### config.mk
export PLATFORM = sky130hd
export DESIGN_NAME = lspc_timing
export DESIGN_NICKNAME = d
export VERILOG_FILES = /design/src/rtl/lspc_pkg.sv /design/src/rtl/lspc_irq_flag.sv /design/src/rtl/lspc_timing.sv
export SDC_FILE = /design/constraint.sdc
export NUM_CORES = 1
export LEC_CHECK = 0
export ABC_AREA = 0
export CAP_MARGIN = 20
export CORE_UTILIZATION = 47
export CTS_BUF_LIST = sky130_fd_sc_hd__clkbuf_8
export CTS_CLUSTER_SIZE = 24
export DETAILED_ROUTE_END_ITERATION = 16
export PLACE_DENSITY = 0.84
export SETUP_SLACK_MARGIN = 0.3
export SYNTH_ARGS = -nofsm -noshare
export SYNTH_HDL_FRONTEND = slang
export SYNTH_SLANG_ARGS = --single-unit
### constraint.sdc
create_clock -name CLK_24M -period 1.78 [get_ports CLK_24M]
set_input_delay 0.445 -clock CLK_24M [delete_from_list [all_inputs] [get_ports CLK_24M]]
set_output_delay 0.445 -clock CLK_24M [all_outputs]
set_load 0.01 [all_outputs]
### src/rtl/lspc_pkg.sv
// Shared timing defaults, counter type and IRQ bit map for the LSPC raster
// timing slice.
package lspc_pkg;

  localparam int LSPC_H_TOTAL        = 384;
  localparam int LSPC_H_ACTIVE       = 320;
  localparam int LSPC_H_SYNC_START   = 336;
  localparam int LSPC_H_SYNC_LEN     = 29;
  localparam int LSPC_V_TOTAL        = 264;
  localparam int LSPC_V_ACTIVE_START = 16;
  localparam int LSPC_V_ACTIVE       = 224;
  localparam int LSPC_V_SYNC_START   = 248;
  localparam int LSPC_V_SYNC_LEN     = 8;

  typedef logic [8:0] lspc_cnt_t;

  localparam int IRQ_VBL    = 0;
  localparam int IRQ_RASTER = 1;
  localparam int IRQ_NUM    = 2;

  // Half-open window test; widened to 10 bits so start + len cannot wrap.
  function automatic logic in_window(input logic [9:0] val,
                                     input logic [9:0] start,
                                     input logic [9:0] len);
    return (val >= start) && (val < start + len);
  endfunction

endpackage

### src/rtl/lspc_irq_flag.sv
// Level interrupt request flag: set pulse raises it, ack pulse clears it,
// and a set coinciding with an ack wins.
module lspc_irq_flag (
  input  logic CLK_24M,
  input  logic RESET,
  input  logic set,
  input  logic ack,
  output logic flag
);

  logic flag_reg;

  always_ff @(posedge CLK_24M or posedge RESET) begin
    if (RESET) begin
      flag_reg <= 1'b0;
    end else if (set) begin
      flag_reg <= 1'b1;
    end else if (ack) begin
      flag_reg <= 1'b0;
    end
  end

  assign flag = flag_reg;

endmodule

### src/rtl/lspc_timing.sv
// LSPC raster timing: pixel divider, H/V counters, blanking/sync decode and
// VBL/raster IRQ flags. Raster IRQ is built only with LSPC_TIMING_RASTER_IRQ_EN.
module lspc_timing
  import lspc_pkg::*;
#(
  parameter int H_TOTAL        = LSPC_H_TOTAL,
  parameter int H_ACTIVE       = LSPC_H_ACTIVE,
  parameter int H_SYNC_START   = LSPC_H_SYNC_START,
  parameter int H_SYNC_LEN     = LSPC_H_SYNC_LEN,
  parameter int V_TOTAL        = LSPC_V_TOTAL,
  parameter int V_ACTIVE_START = LSPC_V_ACTIVE_START,
  parameter int V_ACTIVE       = LSPC_V_ACTIVE,
  parameter int V_SYNC_START   = LSPC_V_SYNC_START,
  parameter int V_SYNC_LEN     = LSPC_V_SYNC_LEN
) (
  input  logic       CLK_24M,
  input  logic       RESET,
  output logic       PIXEL_CE,
  output logic [8:0] H_CNT,
  output logic [8:0] V_CNT,
  output logic       nBNKB,
  output logic       VIDEO_SYNC,
  input  logic [1:0] IRQ_ACK,
  output logic [1:0] IRQ
`ifdef LSPC_TIMING_RASTER_IRQ_EN
  ,
  input  logic [8:0] IRQ_LINE
`endif
);

  localparam lspc_cnt_t  H_LAST   = lspc_cnt_t'(H_TOTAL - 1);
  localparam lspc_cnt_t  V_LAST   = lspc_cnt_t'(V_TOTAL - 1);
  localparam lspc_cnt_t  VBL_LINE = lspc_cnt_t'(V_ACTIVE_START + V_ACTIVE);
  localparam logic [9:0] HA_W     = 10'(H_ACTIVE);
  localparam logic [9:0] HSS_W    = 10'(H_SYNC_START);
  localparam logic [9:0] HSL_W    = 10'(H_SYNC_LEN);
  localparam logic [9:0] VAS_W    = 10'(V_ACTIVE_START);
  localparam logic [9:0] VA_W     = 10'(V_ACTIVE);
  localparam logic [9:0] VSS_W    = 10'(V_SYNC_START);
  localparam logic [9:0] VSL_W    = 10'(V_SYNC_LEN);

  logic [1:0]         div_reg;
  lspc_cnt_t          h_reg;
  lspc_cnt_t          v_reg;
  lspc_cnt_t          h_next;
  lspc_cnt_t          v_next;
  logic               line_end;
  logic [9:0]         h_ext;
  logic [9:0]         v_ext;
  logic               active;
  logic               hs;
  logic               vs;
  logic               nbnkb_reg;
  logic               sync_reg;
  logic [IRQ_NUM-1:0] irq_set_reg;
  logic [IRQ_NUM-1:0] irq_set_next;

  assign PIXEL_CE = (div_reg == 2'd3);
  assign line_end = (h_reg == H_LAST);

  always_comb begin
    h_next = line_end ? '0 : h_reg + 9'd1;
    v_next = v_reg;
    if (line_end) begin
      v_next = (v_reg == V_LAST) ? '0 : v_reg + 9'd1;
    end
  end

  assign h_ext  = {1'b0, h_reg};
  assign v_ext  = {1'b0, v_reg};
  assign active = (h_ext < HA_W) && in_window(v_ext, VAS_W, VA_W);
  assign hs     = in_window(h_ext, HSS_W, HSL_W);
  assign vs     = in_window(v_ext, VSS_W, VSL_W);

  // Trigger is detected on the counter-advance edge, so the flag follows
  // one clock later, aligned with the registered blank/sync outputs.
  always_comb begin
    irq_set_next          = '0;
    irq_set_next[IRQ_VBL] = PIXEL_CE && line_end && (v_next == VBL_LINE);
`ifdef LSPC_TIMING_RASTER_IRQ_EN
    irq_set_next[IRQ_RASTER] = PIXEL_CE && line_end && (v_next == IRQ_LINE);
`endif
  end

  always_ff @(posedge CLK_24M or posedge RESET) begin
    if (RESET) begin
      div_reg     <= 2'd0;
      h_reg       <= '0;
      v_reg       <= '0;
      nbnkb_reg   <= 1'b0;
      sync_reg    <= 1'b1;
      irq_set_reg <= '0;
    end else begin
      div_reg <= div_reg + 2'd1;
      if (PIXEL_CE) begin
        h_reg <= h_next;
        v_reg <= v_next;
      end
      nbnkb_reg   <= active;
      sync_reg    <= ~(hs ^ vs);
      irq_set_reg <= irq_set_next;
    end
  end

  // Without the raster option bit 1's set input is constant low, so IRQ[1]
  // holds its reset value of 0 and its ack has nothing to clear.
  genvar gi;
  generate
    for (gi = 0; gi < IRQ_NUM; gi++) begin : g_irq
      lspc_irq_flag u_flag (
        .CLK_24M (CLK_24M),
        .RESET   (RESET),
        .set     (irq_set_reg[gi]),
        .ack     (IRQ_ACK[gi]),
        .flag    (IRQ[gi])
      );
    end
  endgenerate

  assign H_CNT      = h_reg;
  assign V_CNT      = v_reg;
  assign nBNKB      = nbnkb_reg;
  assign VIDEO_SYNC = sync_reg;

endmodule
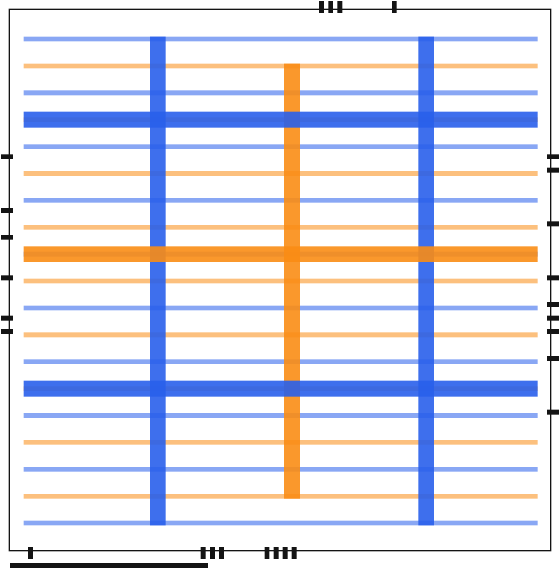
(run_1/floorplan.png)
Bar = 20 um. Pins as bars on the die edge.
Blue stands for VSS. Orange stands for VDD.
27 signal pins sit on the boundary. 3 straps on met4. The core has 18 rows. 19 met1 rails follow the rows.

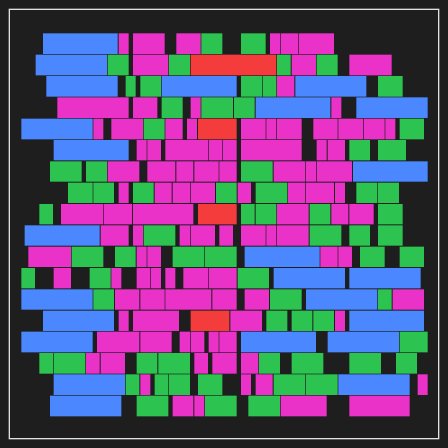
(run_1/class_map.png)
Magenta stands for remaining logic cells, cells 104, share of their area 40%. Blue stands for registers, cells 24, share of their area 29%. Red stands for clock drivers and dummy loads, cells 4, share of their area 3.4%. Green stands for remaining buffers and delay cells, cells 70, share of their area 28%.
Std-Cell Rows: 18
core area: 0.00254 sq mm
Final Instance Area: 0.00215 sq mm

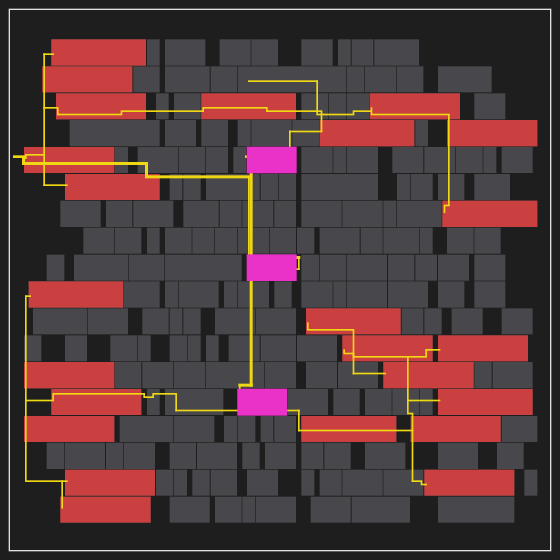
(run_1/clock_wires.png)
Red stands for flip-flops, count 24. Yellow stands for clock wires, length 272 um. Magenta stands for clock-net drivers, count 3.
Position of the flops: spread over the die.

-- run 1: power by group --
group / switching [mW] / internal, mW / total, mW
sequential: 0 / 0.545 / 0.545
combinational: 0.0123 / 0.00559 / 0.0179
clock: 0.177 / 0.301 / 0.478
total: 0.189 / 0.851 / 1.04
-- run 1: what timing repair did --
action,in CTS,in global routing
setup endpoints to repair,36,27
setup buffers,20,5
hold buffers,0,0
gates resized,71,47
pin swaps,6,15
endpoints found under the hold margin,0,0
-- run 1: worst max-delay path, delay by kind of cell, from the launching register on --
| family | cells | cell delay (ps) |
|---|---|---|
| flip-flops | 1 | 440 |
| AND/OR/NAND/NOR | 4 | 700 |
| adder cells (fa/ha/maj) | 1 | 230 |
| buffers and inverters | 1 | 120 |
| XOR/XNOR | 1 | 290 |
-- run 1: cell type report --
type | instances | area, sq um
clock buffer | 3 | 41.3
clock inverter | 1 | 30.0
fill | 139 | 397
inverter | 10 | 37.5
multi-input combinational | 94 | 800
sequential | 24 | 612
tap | 30 | 37.5
timing repair buffer | 70 | 591
-- run 1: how the worst max path moves through the flow --
stage	start	end	slack, ps
finish	V_CNT[0]$_DFFE_PP0P_	irq_set_reg[0]$_DFF_PP0_	-90
global route	V_CNT[0]$_DFFE_PP0P_	irq_set_reg[0]$_DFF_PP0_	-140
CTS	H_CNT[0]$_DFFE_PP0P_	V_CNT[8]$_DFFE_PP0P_	60
detailed placement	H_CNT[0]$_DFFE_PP0P_	irq_set_reg[0]$_DFF_PP0_	3
global placement	H_CNT[1]$_DFFE_PP0P_	irq_set_reg[0]$_DFF_PP0_	90
floorplan	H_CNT[0]$_DFFE_PP0P_	irq_set_reg[0]$_DFF_PP0_	-60
==> impl_metrics.yaml, run 1 <==
# yosys + openroad results
grt:
  grt_pass1_wl_um: 5640
  use_met1_pct: 35.4
  grt_max_degree: 25
  antenna_found_initial: 0
  grt_pass1_vias: 1247
  overflow: 0
  grt_usage_pct: 27.5
  grt_use_met2_pct: 47.0
place:
  placedInstanceArea_sq_mm: 0.00174
  gp_congestion: 0.832
  place_inst: 203
  place_ws_ps: 3.02
  dp_hpwl_um: 2260
clocking:
  numCtsBuffers: 3
  cts_tree: "built"
  htree_levels: 1
  cts_root_buf: "clkbuf_8"
  cts.clk_slew.worst_paths_ps: 90
  clk_latency_ps: 270
route:
  drcViolationCount: 0
  wl_per_cell_um: 18.6
  wl_met2_um: 2140
  drt_iter0_drc: 51
  avgViaCountPerCell: 5.77
  m1WireLength_um: 1720
  drtPass1Iterations: 4
  vias: 1338
  top_layer: "met4"
synth:
  xor_share_pct: 8.08
  top_area_share_pct: 44.2
  fa_ha_area_share_pct: 3.85
  ys_top_cells_by_area: "dfrtp_1, xor2_1, mux2_2, nand2_1, ha_1"
  ys_seq_share_pct: 46.3
  largest_area_cell: "dfrtp_1"
  syn_nets: 141
  ys_ff: 24
  synth-async-reset-ratio_pct: 100
  synth_area_per_cell_sq_um: 9.78
  ys_types: 35
  yosys_area_sq_mm: 0.00130
  top_logic_kind: "simple AND/OR/NAND/NOR gates"
  ys_cells: 133
final_timing:
  setup_viol: 5
  final-hold-violation-count: 0
  rsz0062_at_grt: "yes"
  fin_setup_tns_ps: -281
  hold_slack_ps: 435
  slew_viol_final: 0
  worst_slack_ps: -90.1
setup_path:
  crit_type: "flip-flop to flip-flop"
  slowest_stage: "dfrtp_1"
  r2r_setup_slack_ps: -90
  worstPathRequired_ps: 1960
  r2r_start: "V_CNT[0]$_DFFE_PP0P_"
  crit_chain: "ha_2, buf_4, and3_4, nand4b_1, xor2_1, nand2_1, nor4_2"
  endpoint_kind: "flip-flop"
  cp.arrival_ps: 2050
  cp_max_fo: 4
  critPathMaxStageDelay_ps: 440
power_and_ir_drop:
  power_mw: 1.04
  p_leak_nw: 1.03
min_path:
  hold_path.class: "flip-flop to flip-flop"
  min_delay_path_depth: 1
  hp-start: "irq_set_reg[0]$_DFF_PP0_"
final_layout:
  fin_nets: 211
  diodes: 0
die:
  dieWidth_um: 54.6
  die_area_sq_mm: 0.00298
  initial_core_util_pct: 51.1
  ioPinCount: 27
outcome:
  status: "finished, violations left"
  violations: "setup timing"
flow_run:
  cap_viol_max_count: 0
  tool_warnings: 32
## Run 2: what changed since run 1
--- a/config.mk
+++ b/config.mk
@@ -16,3 +16,4 @@
 export SYNTH_ARGS = -nofsm -noshare
 export SYNTH_HDL_FRONTEND = slang
 export SYNTH_SLANG_ARGS = --single-unit
+export TNS_END_PERCENT = 30
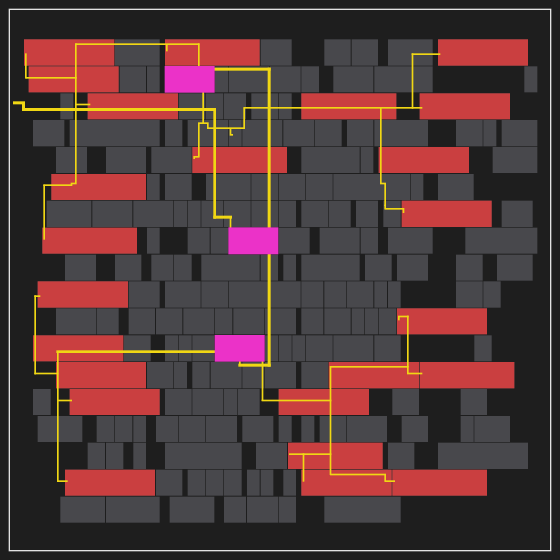
(run_2/clock_wires.png)
Magenta stands for clock-net drivers, count 3. Red stands for flip-flops, count 24. Yellow stands for clock wires, length 289 um.
There are 4 routed clock nets. Position of the flops: spread over the die.

==> impl_metrics.yaml, run 2 <==
# yosys + openroad results
outcome:
  status: "finished, violations left"
  violations: "setup timing"
final_layout:
  final_cells: 226
  most-common-layout-cells: "buf_4, dfrtp_1, nand2_1"
  fin_nets: 205
  area_growth_pct: 55.4
  layout-drive-gt1-share_pct: 43.4
  final_area_sq_mm: 0.00202
  layout.cells.most_common: "buf_4"
  diodes: 0
  fin_util_pct: 79.4
die:
  initial_core_util_pct: 51.1
  die_area_sq_mm: 0.00298
  die_y_um: 54.6
  core-area_sq_mm: 0.00254
  ioPinCount: 27
  fp-row-count: 18
  dieWidth_um: 54.6
setup_path:
  worstPathRequired_ps: 1940
  critPathMaxStageDelay_ps: 570
  crit_chain: "or4_4, nor4_4, nor2_1, mux2_2"
  endpoint_kind: "flip-flop"
  crit_path_start_kind: "flip-flop"
  ff2ff_path_depth: 4
  crit_type: "flip-flop to flip-flop"
  cp_num_buf_inv: 0
  crit_family: "simple AND/OR/NAND/NOR gates"
  cp_max_fo: 5
  slowest_stage: "or4_4"
  cp.arrival_ps: 2040
  cp.depth: 4
clocking:
  clk_path_buf_depth: 2
  cts_tree: "built"
  cts.clk_slew.worst_paths_ps: 80
  numCtsBuffers: 3
  cts-resized-gates: 29
  ctsHoldBuffers: 0
  htree_levels: 1
  clk_latency_ps: 270
  cts_sinks: 24
  cts_root_buf: "clkbuf_8"
  cts_setup_buffers: 15
synth:
  postSynthCellCount: 133
  synth_warnings: 0
  ys_ff: 24
  ys_cells: 133
  ys_types: 35
  ys_seq_share_pct: 46.3
  synth-async-reset-ratio_pct: 100
  largest_area_cell: "dfrtp_1"
  edf_count: 0
  synthFlopType: "dfrtp_1"
  ys_top_cells_by_area: "dfrtp_1, xor2_1, mux2_2, nand2_1, ha_1"
  common_cells: "dfrtp_1, nand2_1, inv_1, nor2_1, o21ai_0"
  netlist_area_sq_mm: 0.00130
  syn_nets: 141
  top_area_share_pct: 44.2
  yosys_area_sq_mm: 0.00130
  synth_area_per_cell_sq_um: 9.78
  top_cell: "dfrtp_1"
route:
  avgViaCountPerCell: 6.03
  drt_iter0_drc: 93
  wl_um: 4280
  antenna_left: 0
  drcViolationCount: 0
  vias: 1363
  drtPass1Iterations: 5
  wl_per_cell_um: 18.9
final_timing:
  timing.final.crit_period_ps: 1880
  worst_slack_ps: -96.4
  rsz0062_at_grt: "yes"
  slew_viol_final: 0
  fin_setup_tns_ps: -322
  fin_crit_sh_pct: 105
  fin_skew_ps: 1.59
  final-hold-violation-count: 0
  hold_slack_ps: 430
  fmax_mhz: 533
  setup_viol: 5
grt:
  grt_max_degree: 25
  grt_usage_pct: 26.8
  grt_pass1_wl_um: 5500
  antenna_found_initial: 0
  overflow: 0
  grt_pass1_vias: 1260
place:
  gp_congestion: 0.911
  dp_hpwl_um: 2240
  placedInstanceArea_sq_mm: 0.00172
  place_inst: 201
  place_ws_ps: 24.6
  port_buffers: 24
power_and_ir_drop:
  clockPowerShare_pct: 36.9
  p_int_mw: 0.705
  p_switching_mw: 0.187
  sw_frac_of_total_pct: 20.9
  p_per_area_mw_per_mm2: 441
  p_leak_nw: 1.08
  p_seq_share_pct: 61.1
  pwr-share-comb_pct: 2.0
  peakVddDrop_mv: 0.656
  power_mw: 0.892
min_path:
  min_delay_path_depth: 1
  hold_path.class: "flip-flop to flip-flop"
flow_run:
  tool_warnings: 32
  cap_viol_max_count: 0
run 2: cell counts after synthesis:
Identical to the previous run, type by type.
run 2: final timing paths:
path / from / to / slack, ps
setup / recovery: V_CNT[5]$_DFFE_PP0P_ / V_CNT[6]$_DFFE_PP0P_ / -100
hold / removal: irq_set_reg[0]$_DFF_PP0_ / g_irq[0].u_flag.flag$_DFFE_PP0P_ / 430
setup reg to reg: V_CNT[5]$_DFFE_PP0P_ / V_CNT[6]$_DFFE_PP0P_ / -100
hold reg to reg: irq_set_reg[0]$_DFF_PP0_ / g_irq[0].u_flag.flag$_DFFE_PP0P_ / 430
max in group asynchronous: RESET / VIDEO_SYNC$_DFF_PP1_ / 990
min in group asynchronous: RESET / H_CNT[3]$_DFFE_PP0P_ / 510
run 2: cell type report:
class | instances | area, sq um
clock buffer | 3 | 41.3
inverter | 10 | 37.5
timing repair buffer | 64 | 533
multi-input combinational | 94 | 758
clock inverter | 1 | 3.75
sequential | 24 | 611
fill | 159 | 523
tap | 30 | 37.5
run 2: kinds of logic after synthesis:
logic type      synth area share (%)
flops                           46.3
other cells                    0.288
simple gates                    26.5
compound gates                  5.77
fa+ha+maj                       3.85
buf+inv                         4.90
mux                             4.33
xor+xnor                        8.08
run 2: routing by layer:
layer / up-vias / track usage (%) / routed length (um)
met5: - / 0 / 0
met4: 0 / 17.1 / 225
met3: 34 / 5.56 / 410
met2: 115 / 43.0 / 2060
met1: 630 / 32.3 / 1580
li1: 584 / - / -
run 2: power groups by stage:
stage	Clock [mW]	Sequential (mW)	Combinational, mW
2_1_floorplan	0	0.556	0.0111
3_3_place_gp	0	0.556	0.0178
3_5_place_dp	0	0.556	0.0183
4_1_cts	0.326	0.545	0.0184
5_1_grt	0.349	0.545	0.0211
6_report	0.329	0.545	0.0175
Power and IR drop assume default switching activity.
